### src/rtl/fetch_unit.sv
// Instruction-fetch stage: owns the PC, issues single-outstanding reads and buffers {pc, instr} for decode.
// Optional macro FETCH_BYPASS_EN forwards a response straight to decode when the buffer is empty.
module fetch_unit #(
    parameter logic [31:0] RESET_PC  = 32'h0000_0000,
    parameter int          BUF_DEPTH = 2
) (
    input  logic        clk,
    input  logic        rst,
    output logic        instruction_mem_request,
    output logic        instruction_mem_we_re,
    output logic [3:0]  instruc_mask_singal,
    output logic [31:0] pc_address,
    input  logic        instruc_mem_valid,
    input  logic [31:0] instruction,
    input  logic        redirect,
    input  logic [31:0] redirect_pc,
    output logic        id_valid,
    output logic [31:0] id_instruction,
    output logic [31:0] id_pc,
    input  logic        id_ready
);

    localparam int PTR_W = $clog2(BUF_DEPTH);
    localparam logic [PTR_W:0] DEPTH_M1 = (PTR_W + 1)'(BUF_DEPTH - 1);

    typedef enum logic [2:0] {IDLE, REQ, WAIT, HOLD, DRAIN} state_t;

    state_t            state_q, state_d;
    logic [31:0]       pc_q, pc_d;
    logic [31:0]       drain_pc_q, drain_pc_d;
    logic [PTR_W-1:0]  wr_ptr_q, wr_ptr_d;
    logic [PTR_W-1:0]  rd_ptr_q, rd_ptr_d;
    logic [PTR_W:0]    count_q, count_d;
    logic [31:0]       buf_instr_q [BUF_DEPTH];
    logic [31:0]       buf_pc_q    [BUF_DEPTH];

    logic              fifo_valid;
    logic              push;
    logic              pop;
    logic              flush;
    logic              bypass;
    logic [PTR_W:0]    pop_ext;
    logic [31:0]       redirect_pc_al;

    assign instruction_mem_request = (state_q == REQ);
    assign instruction_mem_we_re   = 1'b0;
    assign instruc_mask_singal     = 4'b1111;
    assign pc_address              = pc_q;

    assign redirect_pc_al = redirect_pc & ~32'h3;
    assign fifo_valid     = (count_q != '0);
    assign pop            = fifo_valid & id_ready;
    assign pop_ext        = {{PTR_W{1'b0}}, pop};

    // Responses are only consumed in WAIT and DRAIN; anything arriving elsewhere is stale.
    always_comb begin
        state_d    = state_q;
        pc_d       = pc_q;
        drain_pc_d = drain_pc_q;
        push       = 1'b0;
        flush      = 1'b0;
        bypass     = 1'b0;
        case (state_q)
            IDLE: begin
                state_d = REQ;
                if (redirect) begin
                    pc_d  = redirect_pc_al;
                    flush = 1'b1;
                end
            end
            REQ: begin
                state_d = WAIT;
                if (redirect) begin
                    state_d    = DRAIN;
                    drain_pc_d = redirect_pc_al;
                    flush      = 1'b1;
                end
            end
            WAIT: begin
                if (redirect) begin
                    flush = 1'b1;
                    if (instruc_mem_valid) begin
                        pc_d    = redirect_pc_al;
                        state_d = REQ;
                    end else begin
                        drain_pc_d = redirect_pc_al;
                        state_d    = DRAIN;
                    end
                end else if (instruc_mem_valid) begin
                    pc_d = pc_q + 32'd4;
`ifdef FETCH_BYPASS_EN
                    bypass = (count_q == '0) && id_ready;
`else
                    bypass = 1'b0;
`endif
                    push    = ~bypass;
                    // Refetch only if a slot remains free once this entry lands.
                    state_d = (bypass || ((count_q - pop_ext) < DEPTH_M1)) ? REQ : HOLD;
                end
            end
            HOLD: begin
                if (redirect) begin
                    pc_d    = redirect_pc_al;
                    flush   = 1'b1;
                    state_d = REQ;
                end else if (pop) begin
                    state_d = REQ;
                end
            end
            DRAIN: begin
                if (redirect) begin
                    drain_pc_d = redirect_pc_al;
                    flush      = 1'b1;
                end
                if (instruc_mem_valid) begin
                    pc_d    = redirect ? redirect_pc_al : drain_pc_q;
                    state_d = REQ;
                end
            end
            default: state_d = IDLE;
        endcase
    end

    always_comb begin
        wr_ptr_d = wr_ptr_q;
        rd_ptr_d = rd_ptr_q;
        count_d  = count_q;
        if (flush) begin
            wr_ptr_d = '0;
            rd_ptr_d = '0;
            count_d  = '0;
        end else begin
            if (push) wr_ptr_d = wr_ptr_q + PTR_W'(1);
            if (pop)  rd_ptr_d = rd_ptr_q + PTR_W'(1);
            count_d = count_q + {{PTR_W{1'b0}}, push} - pop_ext;
        end
    end

    always_comb begin
        id_valid       = fifo_valid;
        id_instruction = fifo_valid ? buf_instr_q[rd_ptr_q] : 32'h0;
        id_pc          = fifo_valid ? buf_pc_q[rd_ptr_q]    : 32'h0;
`ifdef FETCH_BYPASS_EN
        if (bypass) begin
            id_valid       = 1'b1;
            id_instruction = instruction;
            id_pc          = pc_q;
        end
`endif
    end

    // NOTE: sequential state uses non-blocking assignments so every flop samples pre-edge values.
    always_ff @(posedge clk) begin
        if (!rst) begin
            state_q    <= IDLE;
            pc_q       <= RESET_PC;
            drain_pc_q <= RESET_PC;
            wr_ptr_q   <= '0;
            rd_ptr_q   <= '0;
            count_q    <= '0;
        end else begin
            state_q    <= state_d;
            pc_q       <= pc_d;
            drain_pc_q <= drain_pc_d;
            wr_ptr_q   <= wr_ptr_d;
            rd_ptr_q   <= rd_ptr_d;
            count_q    <= count_d;
        end
    end

    // NOTE: buffer storage is not reset; count_q gates every read, so stale contents never escape.
    always_ff @(posedge clk) begin
        if (push) begin
            buf_instr_q[wr_ptr_q] <= instruction;
            buf_pc_q[wr_ptr_q]    <= pc_q;
        end
    end

endmodule

### config.mk
export PLATFORM = sky130hd
export DESIGN_NAME = fetch_unit
export DESIGN_NICKNAME = d
export VERILOG_FILES = /design/src/rtl/fetch_unit.sv
export SDC_FILE = /design/constraint.sdc
export NUM_CORES = 1
export LEC_CHECK = 0
export CORE_ASPECT_RATIO = 0.7
export CORE_MARGIN = 3
export CORE_UTILIZATION = 40
export DETAILED_ROUTE_END_ITERATION = 8
export GPL_TIMING_DRIVEN = 0
export PLACE_DENSITY_LB_ADDON = 0.1
export SETUP_SLACK_MARGIN = 0.15
export SLEW_MARGIN = 40
export SYNTH_ARGS = -nofsm -noshare
export SYNTH_HDL_FRONTEND = slang
export SYNTH_SLANG_ARGS = --single-unit
export TNS_END_PERCENT = 50
### constraint.sdc
create_clock -name clk -period 5.81 [get_ports clk]
set_clock_uncertainty 0.05 [all_clocks]
set_input_delay 1.162 -clock clk [delete_from_list [all_inputs] [get_ports clk]]
set_output_delay 1.162 -clock clk [all_outputs]
set_load 0.005 [all_outputs]
Figure 1. I/O pins on the die edge.
Pins as bars across the die edge, other pins in gray.
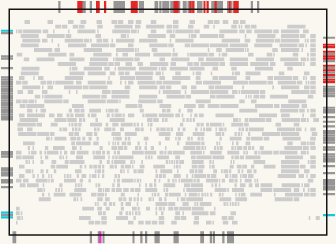
[red] id_instruction | pins: 32 | direction: output | edge: 22 top, 10 right
[cyan] instruc_mask_singal | pins: 4 | direction: output | edge: 3 left, 1 right
[magenta] instruc_mem_valid | pins: 1 | direction: input | edge: bottom
Port Buffers: 163
Die H: 131 um
die width: 184 um

Figure 2. Sequential cells colored by netlist name.
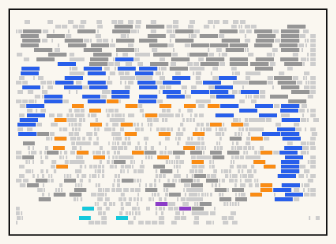
[orange] pc_address | placed flops: 32
[blue] buf_pc_q | placed flops: 64
[cyan] state_q | placed flops: 3
[purple] count_q | placed flops: 2
not colored: 99
proportion of cell area occupied by registers: 45.3%
final core occ: 54.9%
register area: 5290 um^2
sequential power: 1.65 mW

==> reports/qor.csv <==
stage,metric,value,unit
placed_design,gp_congestion,0.907,
critical_path,crit_chain,clkbuf_2 -> buf_1 -> mux2i_1 -> nor2_1 -> clkdlybuf4s50_1,
critical_path,worst_setup_path_start_kind,flip-flop,
worst_hold_path,min_path_type,flip-flop to flip-flop,
final_timing,slew_headroom,45.9,%
floorplan,fp.dieArea,24100,um^2
cells_and_area,flow.area_growth_from_synthesis,31.1,%
synthesis,synthesis.instances,794,
critical_path,critical_path.reg2reg.startpoint,state_q[1],
synthesis,synth_chip_area,8890,um^2
global_routing,grt_util_all_layers,21.3,%
synthesis,yosys_most_used_dff,edfxtp_1,
detailed_routing,dr_total_vias,7084,
detailed_routing,detail_route.first_pass.iterations,6,
global_routing,grt_overflow_total,0,
final_timing,report.final.hold_viol_count,0,
cells_and_area,finish.net_count,1058,
synthesis,synth-edff-count,128,
detailed_routing,drc_marker_count_from_the_first_detailed_route_iteration,661,
clock_tree,tritoncts.num_buffers,17,
floorplan,ios,172,
detailed_routing,finalWirelength,25.6,mm
cells_and_area,antennaDiodeCount,0,
cells_and_area,comb_area,3320,um^2
final_timing,fin_worst_hold_slack,0.409,ns
floorplan,core_area,21300,um^2
final_timing,slew_violations,0,
critical_path,cp.buffers_inverters,3,
clock_tree,clock_tree.htree_level_count,4,
global_routing,antenna_violations_before_repair,0,
synthesis,asyncSetResetFlopFracSynth,0,%
synthesis,synth.cell_area,8890,um^2
cells_and_area,filler_cell_count,1855,
cells_and_area,layoutNonFillerInstCount,1276,
clock_tree,cts-root-to-sink-buffers,2,
floorplan,placement_rows,44,
final_timing,max_slew.worst_pin.slew,0.805,ns
floorplan,fp_util,41.9,%
synthesis,post_synth_ao_oa_area_fraction,14.0,%
job,log.warning_count,28,
placed_design,detailedPlacementHpwl,18.7,mm
critical_path,critical_path_peak_fanout,10,
synthesis,ys_seq_elements,200,
job,max-cap-violations,0,
critical_path,r2r_slack,3.52,ns
global_routing,first_pass_grt_wire_length,38.9,mm
detailed_routing,route.detailed.drc,0,
placed_design,number_of_placed_instances_taps_included,1244,
critical_path,critPathRequiredTime,4.60,ns
final_timing,final.setup.worst_slack,1.96,ns
final_timing,rsz0062_at_grt,false,
synthesis,synth.yosys.num_cells,794,
synthesis,syn-mean-instance-area,11.2,um^2
worst_hold_path,timing.hold.worst_path_depth,2,
cells_and_area,post_route_cells_drive_above_1_share,10.1,%
worst_hold_path,hold_start,drain_pc_q[27],
clock_tree,clk_pin_slew,0.08,ns
clock_tree,post-cts-setup-buffers,0,
global_routing,pin_count_of_the_biggest_net_entering_global_routing,21,
synthesis,ys_seq_share,59.4,%
synthesis,mux_share,7.54,%
final_timing,setup-violations-final,0,
critical_path,worst_setup_ep,id_pc[27],
power_and_ir_drop,max-vdd-ir-drop,0.207,mV
critical_path,critical_path_arrival,2.64,ns
global_routing,grt_pass1_vias,6669,
critical_path,rr_endpoint,pc_address[2],
run_status,outcome,"complete, no violations",
clock_tree,cts_tree,yes,
synthesis,synth-xor-area-share,0.886,%
synthesis,synth_cell_types,78,
critical_path,r2r.worst_path.cells,7,
final_timing,max_freq,0.260,GHz
synthesis,yosys-dominant-comb-family,simple AND/OR/NAND/NOR gates,
synthesis,synth.cellmix.simpleShare,14.2,%
critical_path,cp_slowest_stage_delay,0.62,ns
synthesis,count_of_yosys_warnings_during_synthesis,0,
clock_tree,cts.root.buffer_cell,clkbuf_16,
detailed_routing,route.antenna.remaining_nets,0,
synthesis,adder_share,0.281,%
critical_path,cp_slowest_cell,buf_1,
placed_design,pre_cts_slack,2.11,ns
power_and_ir_drop,cellLeakagePower,3.86,nW
power_and_ir_drop,power-per-cell-area,278,nW/um^2
clock_tree,holdBufCountCts,0,
detailed_routing,via_per_inst,5.55,
Figure 3. Metal layers overlaid.
Only two layers are drawn.
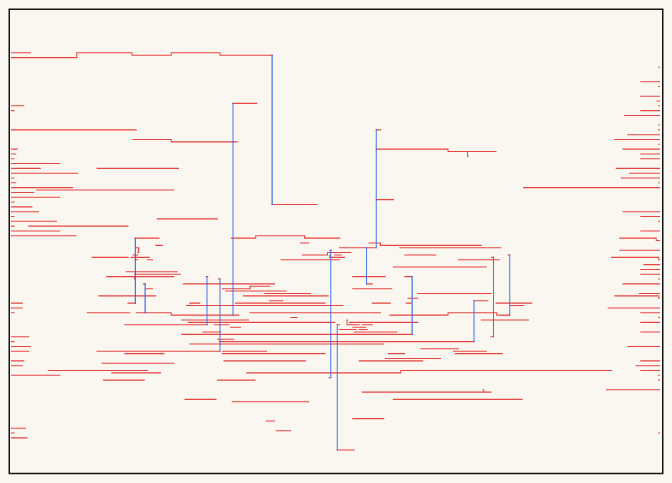
[red] met3 | wire length: 2320 um
[blue] met4 | wire length: 345 um

Figure 4. Routing congestion map.
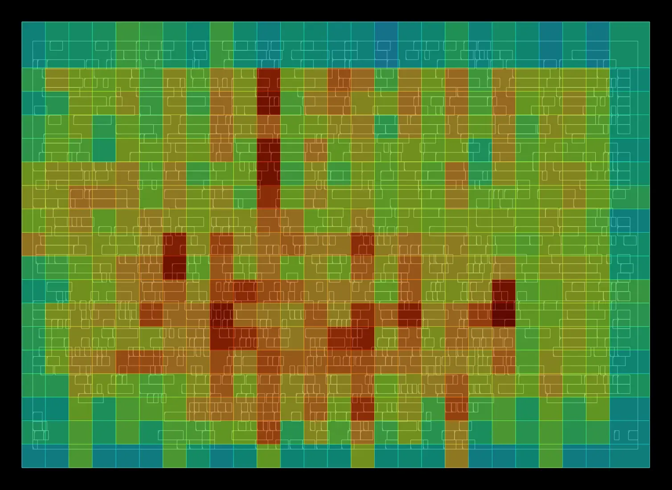
met1 track demand over resource: 31.7%
met2 usage: 31.0%
GR met3 Demand/Resource: 5.59%
drt wl/cell: 20.0 um

## synthesized netlist by cell type (3+ instances only)
master / count / area share [%]
xor2_1: 3 / 0.30
o21a_1: 3 / 0.25
buf_4: 10 / 0.84
and2_1: 4 / 0.28
a22o_1: 3 / 0.30
o211ai_1: 3 / 0.25
a31o_2: 4 / 0.39
a21oi_1: 48 / 2.7
a32o_1: 3 / 0.34
a21o_1: 5 / 0.42
nor2_1: 95 / 4.0
o221a_2: 4 / 0.51
nor2b_1: 6 / 0.42
and3_1: 7 / 0.49
nand2b_1: 6 / 0.42
a221oi_1: 3 / 0.30
nand4_1: 7 / 0.49
a211oi_1: 8 / 0.68
mux2i_1: 67 / 7.5
nor3_1: 16 / 0.90
o221ai_1: 3 / 0.30
buf_2: 17 / 0.96
buf_1: 11 / 0.46
dfxtp_1: 72 / 16
inv_1: 11 / 0.46
o41ai_1: 3 / 0.30
edfxtp_1: 128 / 43
nand2_1: 80 / 3.4
o211a_1: 6 / 0.68
clkbuf_1: 16 / 0.68
and4_1: 5 / 0.49
nor4_1: 3 / 0.21
xnor2_1: 6 / 0.59
a31oi_1: 10 / 0.70
o21ai_0: 24 / 1.4
o22ai_1: 21 / 1.5
nand3_1: 16 / 0.90
## worst min-delay path by stage
stage          slack (ns)        endpoint
2_1_floorplan        0.38  drain_pc_q[28]
3_3_place_gp         0.39  drain_pc_q[20]
3_5_place_dp         0.40  drain_pc_q[12]
4_1_cts              0.41  drain_pc_q[12]
5_1_grt              0.42  drain_pc_q[20]
6_report             0.41  drain_pc_q[27]
## layer usage
layer	routed length [um]	up-vias
met3	2320	33
li1	-	3333
met5	0	-
met2	10900	313
met4	344	0
met1	12000	3405
## flip-flops by register name, indices dropped and copies added (netlist names), named ones only
name and flops:
buf_instr_q 64, buf_pc_q 64, drain_pc_q 32, pc_address 32, state_q 3, count_q 2, rd_ptr_q 1, wr_ptr_q 1
## tightest hold or removal path: stages (launching register included)
cell and delay, ns:
dfxtp_1 0.31, nand2_1 0.05, a21oi_1 0.05
## cell usage in the layout, fill, tap and decap left out, types with 6 or more instances in the layout
master           count
mux2i_1             67
buf_4               10
clkbuf_1            14
edfxtp_1           128
o22ai_1             21
clkdlybuf4s50_1    163
buf_2               17
dfxtp_1             72
a211oi_1             8
xnor2_1              6
o211a_1              6
a21oi_1             48
nor3_1              16
buf_1               11
nor2_1              93
nand2_1             80
and3_1               7
nand2b_1             6
nand4_1              7
o21ai_0             23
nand3_1             16
a31oi_1             10
inv_1               11
nor2b_1              6
clkbuf_16           17
## metrics by stage
step / cell area, um^2 / power (mW)
finish: 11700 / 3.25
global route: 11700 / 3.37
CTS: 11700 / 3.26
detailed placement: 11100 / 2.10
global placement: 10900 / 2.10
floorplan: 8910 / 1.87
## report_power, final
group,internal (mW),switching [mW],total [mW]
logic,0.204,0.227,0.431
registers,1.57,0.0781,1.65
clock network,0.576,0.593,1.17
## final cells by class
class	count	share of cell area [%]
buffer	56	2.46
clock buffer	17	3.65
clock inverter	15	1.29
inverter	11	0.354
multi-input combinational	530	28.4
sequential	200	45.3
tap	276	2.96
timing repair buffer	171	15.6
Power and IR drop assume default switching activity.
